Figure 1. Signal metal coverage by tile.
27 x 27 tiles, from black (low) to pale yellow (high), scaled to the fullest tile. Values are wire area over tile area, all layers added.
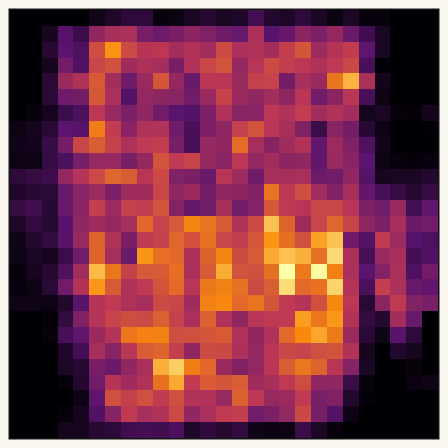
Figure 2. Sequential cells colored by netlist name.
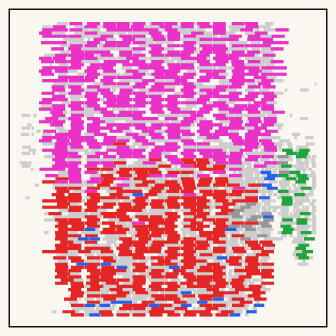
[src/rtl/inst_fetch_bridge.sv]
// Instruction-fetch front end: direct-mapped one-word-per-line cache in front of a req/ack bus.
// Misses stall the core until the line is filled; a bus error hands the core a single NOP.
module inst_fetch_bridge #(
  parameter int IDX_W  = 4,
  parameter int ADDR_W = 32,
  parameter int DATA_W = 32
) (
  input  logic              clk,
  input  logic              rst,
  input  logic              rom_ce,
  input  logic [ADDR_W-1:0] rom_addr,
  output logic [DATA_W-1:0] rom_data,
  output logic              stallreq_if,
  input  logic              inv_i,
  output logic              bus_req,
  output logic [ADDR_W-1:0] bus_addr,
  input  logic              bus_ack,
  input  logic [DATA_W-1:0] bus_rdata,
  input  logic              bus_err,
  output logic [31:0]       miss_cnt,
  output logic [1:0]        dbg_state
);
  localparam int LINES = 1 << IDX_W;
  localparam int TAG_W = ADDR_W - IDX_W - 2;

  typedef enum logic [1:0] {
    S_IDLE = 2'd0,
    S_REQ  = 2'd1,
    S_ERR  = 2'd2
  } state_e;

  state_e            state_q, state_d;
  logic              bus_req_q, bus_req_d;
  logic [ADDR_W-1:0] bus_addr_q, bus_addr_d;
  logic [31:0]       miss_cnt_q, miss_cnt_d;
  logic [LINES-1:0]  valid_q, valid_d;
  logic [TAG_W-1:0]  tag_q  [LINES];
  logic [DATA_W-1:0] data_q [LINES];

  logic [IDX_W-1:0]  idx, fill_idx;
  logic [TAG_W-1:0]  tag;
  logic              hit, fill_en;
  logic              unused_addr_bits;

  assign idx              = rom_addr[IDX_W+1:2];
  assign tag              = rom_addr[ADDR_W-1:IDX_W+2];
  assign fill_idx         = bus_addr_q[IDX_W+1:2];
  assign hit              = rom_ce & valid_q[idx] & (tag_q[idx] == tag);
  assign unused_addr_bits = ^rom_addr[1:0];

  // Bus handshake: bus_req rises with bus_addr and both hold steady until the
  // bus returns a one-cycle bus_ack (bus_rdata/bus_err valid only in that cycle);
  // bus_req drops in the cycle after bus_ack.
  always_comb begin
    state_d     = state_q;
    bus_req_d   = bus_req_q;
    bus_addr_d  = bus_addr_q;
    miss_cnt_d  = miss_cnt_q;
    fill_en     = 1'b0;
    stallreq_if = 1'b0;
    rom_data    = '0;
    case (state_q)
      S_IDLE: begin
        if (hit) begin
          rom_data = data_q[idx];
        end else if (rom_ce) begin
          stallreq_if = 1'b1;
          bus_addr_d  = {rom_addr[ADDR_W-1:2], 2'b00};
          bus_req_d   = 1'b1;
          state_d     = S_REQ;
          if (miss_cnt_q != 32'hFFFF_FFFF) miss_cnt_d = miss_cnt_q + 32'd1;
        end
      end
      S_REQ: begin
        stallreq_if = rom_ce;
        if (bus_ack) begin
          bus_req_d = 1'b0;
          if (bus_err) begin
            state_d = S_ERR;
          end else begin
            fill_en = 1'b1;
            state_d = S_IDLE;
          end
        end
      end
      S_ERR: begin
        state_d = S_IDLE;
      end
      default: begin
        state_d = S_IDLE;
      end
    endcase
  end

  // Invalidate beats a coincident fill so stale code can never survive it.
  always_comb begin
    valid_d = inv_i ? '0 : valid_q;
    if (fill_en && !inv_i) valid_d[fill_idx] = 1'b1;
  end

  always_ff @(posedge clk or negedge rst) begin
    if (!rst) begin
      state_q    <= S_IDLE;
      bus_req_q  <= 1'b0;
      bus_addr_q <= '0;
      miss_cnt_q <= '0;
      valid_q    <= '0;
    end else begin
      state_q    <= state_d;
      bus_req_q  <= bus_req_d;
      bus_addr_q <= bus_addr_d;
      miss_cnt_q <= miss_cnt_d;
      valid_q    <= valid_d;
    end
  end

  always_ff @(posedge clk) begin
    if (fill_en) begin
      tag_q[fill_idx]  <= bus_addr_q[ADDR_W-1:IDX_W+2];
      data_q[fill_idx] <= bus_rdata;
    end
  end

  assign bus_req   = bus_req_q;
  assign bus_addr  = bus_addr_q;
  assign miss_cnt  = miss_cnt_q;
  assign dbg_state = state_q;
endmodule

[config.mk]
export PLATFORM = sky130hd
export DESIGN_NAME = inst_fetch_bridge
export DESIGN_NICKNAME = d
export VERILOG_FILES = /design/src/rtl/inst_fetch_bridge.sv
export SDC_FILE = /design/constraint.sdc
export NUM_CORES = 1
export LEC_CHECK = 0
export CORE_MARGIN = 8
export CORE_UTILIZATION = 60
export DETAILED_ROUTE_END_ITERATION = 8
export PLACE_DENSITY = 0.85
export SYNTH_ARGS = -nofsm -noshare
export SYNTH_HDL_FRONTEND = slang
export SYNTH_SLANG_ARGS = --single-unit
[constraint.sdc]
create_clock -name clk -period 7.45 [get_ports clk]
set_clock_uncertainty 0.1 [all_clocks]
set_input_delay 1.49 -clock clk [delete_from_list [all_inputs] [get_ports clk]]
set_output_delay 1.49 -clock clk [all_outputs]
set_load 0.1 [all_outputs]
==> flow_summary.json <==
{
  "hold_viol": 0,
  "post_cts_buffers": 0,
  "row_count": 93,
  "numSynthFlops": 1009,
  "synth_cell_types": 47,
  "power.switching_uw": 3380,
  "core_sq_mm": 0.0645,
  "slowest_stage": "or4_1",
  "synth_cells": 1742,
  "power_density_mw_per_mm2": 287,
  "tapCellCount": 855,
  "top_layer": "met5",
  "h-tree-depth": 3,
  "sh_comb_area": 0.196,
  "largest_register": "data_q",
  "grt_use_met2": 0.455,
  "grt_pass1_wl_um": 146000,
  "antenna_found_initial": 6,
  "largest_register_ffs": 512,
  "crit_cells": 13,
  "layout_min_cycle_time_ns": 7.36,
  "setup_ws_ns": 0.0882,
  "yosysTopAreaCellShare": 0.712,
  "power.leakage_uw": 0.0147,
  "worstSetupPathType": "in -> out",
  "pwr-share-comb": 0.107,
  "dieArea_sq_mm": 0.0737,
  "drc": 0,
  "clkTransAtPathRegs_ns": 0.06,
  "diodes": 5,
  "cap_violations": 0,
  "hold_path_class": "reg -> reg",
  "cts.sinks": 1009,
  "r2r_slack_ns": 3.00,
  "slew_headroom": 0.122,
  "synthTopCellsByCount": "edfxtp_1 (928), mux4_2 (268), dfrtp_1 (81)",
  "final_cells": 2892,
  "seq_power_share": 0.524,
  "warnings": 29,
  "end_kind": "output pin",
  "fin_total_pwr_uw": 13000,
  "path_cells": "clkbuf_8 -> buf_12 -> mux4_2 -> mux2i_1 -> mux2i_1 -> xnor2_1 -> nand4_1 -> or4_1 -> nor3_1 -> nand2b_2 -> buf_12 -> nor2b_1 -> buf_12",
  "clockBufferCount": 120,
  "wl_met3_um": 11200,
  "io_buffers": 165,
  "power.group.top": "sequential cells",
  "wl_met2_um": 51500,
  "dp.cells": 2720,
  "wl_per_cell_um": 35.4,
  "synthAdderAreaFrac": 0.000320,
  "ys_cells": 1742,
  "ys_sh_aoi": 0.00486,
  "async_flop_share": 0.0803,
  "critical-path-top-delay-family": "simple AND/OR/NAND/NOR gates",
  "syn_area_per_cell_sq_um": 22.5,
  "place_area_sq_mm": 0.0423,
  "cts_root_buf": "clkbuf_16",
  "fin_crit_sh": 0.988,
  "met1_length_um": 34200,
  "clock_cell_area_share": 0.0661,
  "top_area_cell": "edfxtp_1",
  "cts_hold_buffers": 0,
  "mux_share": 0.176,
  "ys_sh_simple": 0.0266,
  "grt_overflow": 0,
  "buffers": 208,
  "path_max_fanout": 62,
  "logic_family": "multiplexers",
  "cp-startpoint": "rom_addr[3]",
  "cts_resized": 0,
  "slew_violations": 0,
  "grt_max_degree": 81,
  "drive_gt1_frac": 0.263,
  "peakVddDrop_mv": 0.214,
  "nonClockInverterCount": 6,
  "crit_buf_inv": 4,
  "die-height_um": 271,
  "status": "complete, no violations",
  "via_per_inst": 6.91,
  "synth.most_common_cell": "edfxtp_1",
  "wl_um": 102000,
  "fill_cells": 3414,
  "rsz0062_at_grt": "false",
  "crit_top_cell": "buf_12",
  "pre_cts_slack_ns": 0.265,
  "synth-xor-area-share": 0.0163,
  "dpl.hpwl_um": 48800,
  "internal-power_uw": 9610,
  "endpoint": "rom_data[29]",
  "cts_buffer_depth": 3,
  "edf_count": 928,
  "synthTopCellsByArea": "edfxtp_1 (71%), mux4_2 (15%), dfrtp_1 (5.2%)",
  "seq_cell_count": 1009
}
## Picture notes: Figure 1
densest ninth of the die = center
tiles over half the peak = 27%
fullest tile = 0.70
nearly empty tiles = 14%
Total Routing Usage GR: 0.275
DR vias: 20,000

## Picture notes: Figure 2
blue -> bus_addr  # sequential cells 30
green -> miss_cnt  # sequential cells 32
red -> tag_q  # sequential cells 416
magenta -> data_q  # sequential cells 512
not colored = 19
Seq power: 6810 uW
Flop area: 0.0299 sq mm
sequential cell area share: 0.660
Layout Utilization: 0.703

No activity file was given, so power comes from the tool's default toggle rates.
